Figure 1. Metal 1.
Bar = 50 µm.
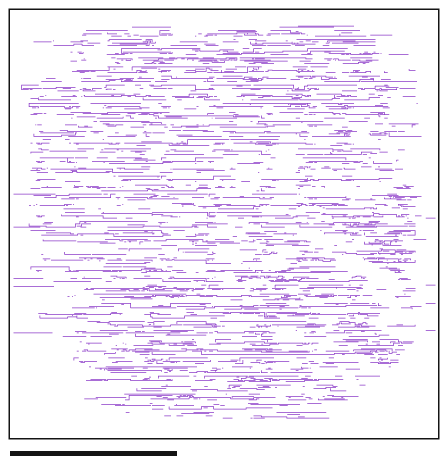
Figure 2. Met2 routing.
Bar = 50 µm.
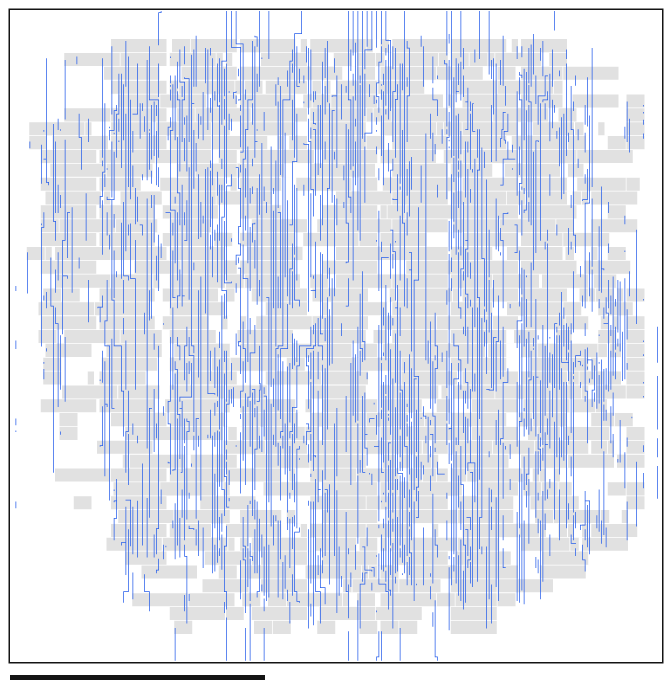
Figure 3. Metal 3.
Bar = 50 µm.
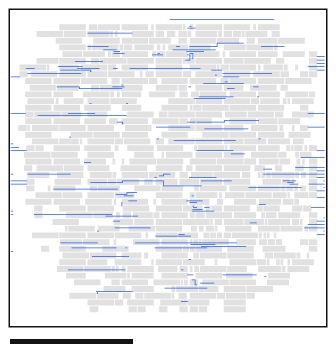
==> config.mk <==
export PLATFORM = sky130hd
export DESIGN_NAME = intpol2_iq_out_buffer_flat
export DESIGN_NICKNAME = d
export VERILOG_FILES = /design/src/rtl/intpol2_iq_out_buffer_if.sv /design/src/rtl/intpol2_iq_out_buffer.sv /design/src/flat_wrapper.sv
export SDC_FILE = /design/constraint.sdc
export NUM_CORES = 1
export LEC_CHECK = 0
export CORE_MARGIN = 3
export CORE_UTILIZATION = 60
export CTS_CLUSTER_SIZE = 8
export DETAILED_ROUTE_END_ITERATION = 12
export MAX_ROUTING_LAYER = met4
export PLACE_DENSITY = 0.92
export SYNTH_ARGS = -nofsm -noshare
export SYNTH_HDL_FRONTEND = slang
export SYNTH_SLANG_ARGS = --single-unit
==> constraint.sdc <==
create_clock -name clk -period 8.8 [get_ports clk]
set_input_delay 2.2 -clock clk [delete_from_list [all_inputs] [get_ports clk]]
set_output_delay 2.2 -clock clk [all_outputs]
set_load 0.1 [all_outputs]
==> notes.md <==
Implementation results. The share of synthesized area in the top cell type comes to 64.5%. Total length of routed met3 wires landed at 1180 µm. In this run the standard cell core region covers 14200 µm². Counting flops with a built-in enable in the synthesized netlist gives 192. Summed over all cells, the static leakage comes to 3.69 nW.

Final setup slack of the worst path landed at 4.26 ns. Maximum number of pins on one net before global-route repair landed at 59. In this run the tools logged warnings totalling 28. Of the total synthesized cell area, the portion taken by full adders, half adders and majority gates is 0.560%.

Final-report hold violation count landed at 0. Buffer levels on the longest clock path landed at 3. Share of post-route cells with drive strength above 1 landed at 21.8%. Post-CTS setup repair buffer count landed at 0.

Number of standard-cell rows in the floorplan landed at 43. The wire-length estimate of the detail-placed layout is 9940 µm. The cell count after synthesis came out at 439. The most frequently used library cell after synthesis is sky130_fd_sc_hd__edfxtp_1. Final hold analysis gives a worst-case slack of 0.479 ns. Number of sequential storage elements landed at 231. Clock network area share landed at 9.09%. The clock network is responsible for 26.6% of the overall power. Global route summary, busiest routing layer listed as met2.

Of all cell types, the one taking the most synthesized area is sky130_fd_sc_hd__edfxtp_1. The run finished with clean final reports. Total cells reported by yosys after synthesis landed at 439. Count of cells along the worst register-to-register path landed at 5. After detailed placement, the total cell area comes to 9740 µm². Area occupied by registers landed at 6750 µm².

Among cell families on the critical path, the largest total delay comes from simple AND/OR/NAND/NOR gates. Post-route DRC violation count landed at 0. Share of the clock period used by the worst path after layout landed at 51.6%. Switching power landed at 1.74 mW. The clock arrives with 0.0202 ns of skew.

The die is 128 µm tall. Internal power contribution landed at 2.69 mW. Post-detailed-route via-to-cell ratio landed at 6.29.

End-of-flow core utilization landed at 75.5%. In the post-synthesis netlist, the biggest area contributors are sky130_fd_sc_hd__edfxtp_1 (65%), sky130_fd_sc_hd__mux4_2 (12%), sky130_fd_sc_hd__dfrtp_1 (11%). After layout, the buffer instance count without clock buffers stands at 79.
Back to the opening pictures, Figure 1:
wire length on this layer	7330 µm
main direction	horizontal
vias after detailed routing: 4589
Total Wirelength: 19500 µm

Back to the opening pictures, Figure 2:
wire length on this layer	10300 µm
nets with wire on the layer	523
longest straight run	60.5 µm
met2 usage: 42.5%

Back to the opening pictures, Figure 3:
share of all routed wire	6.1%
nets with wire on the layer	98
wire length on this layer	1180 µm
met3 Usage GRT: 4.42%

Power and IR drop assume default switching activity.
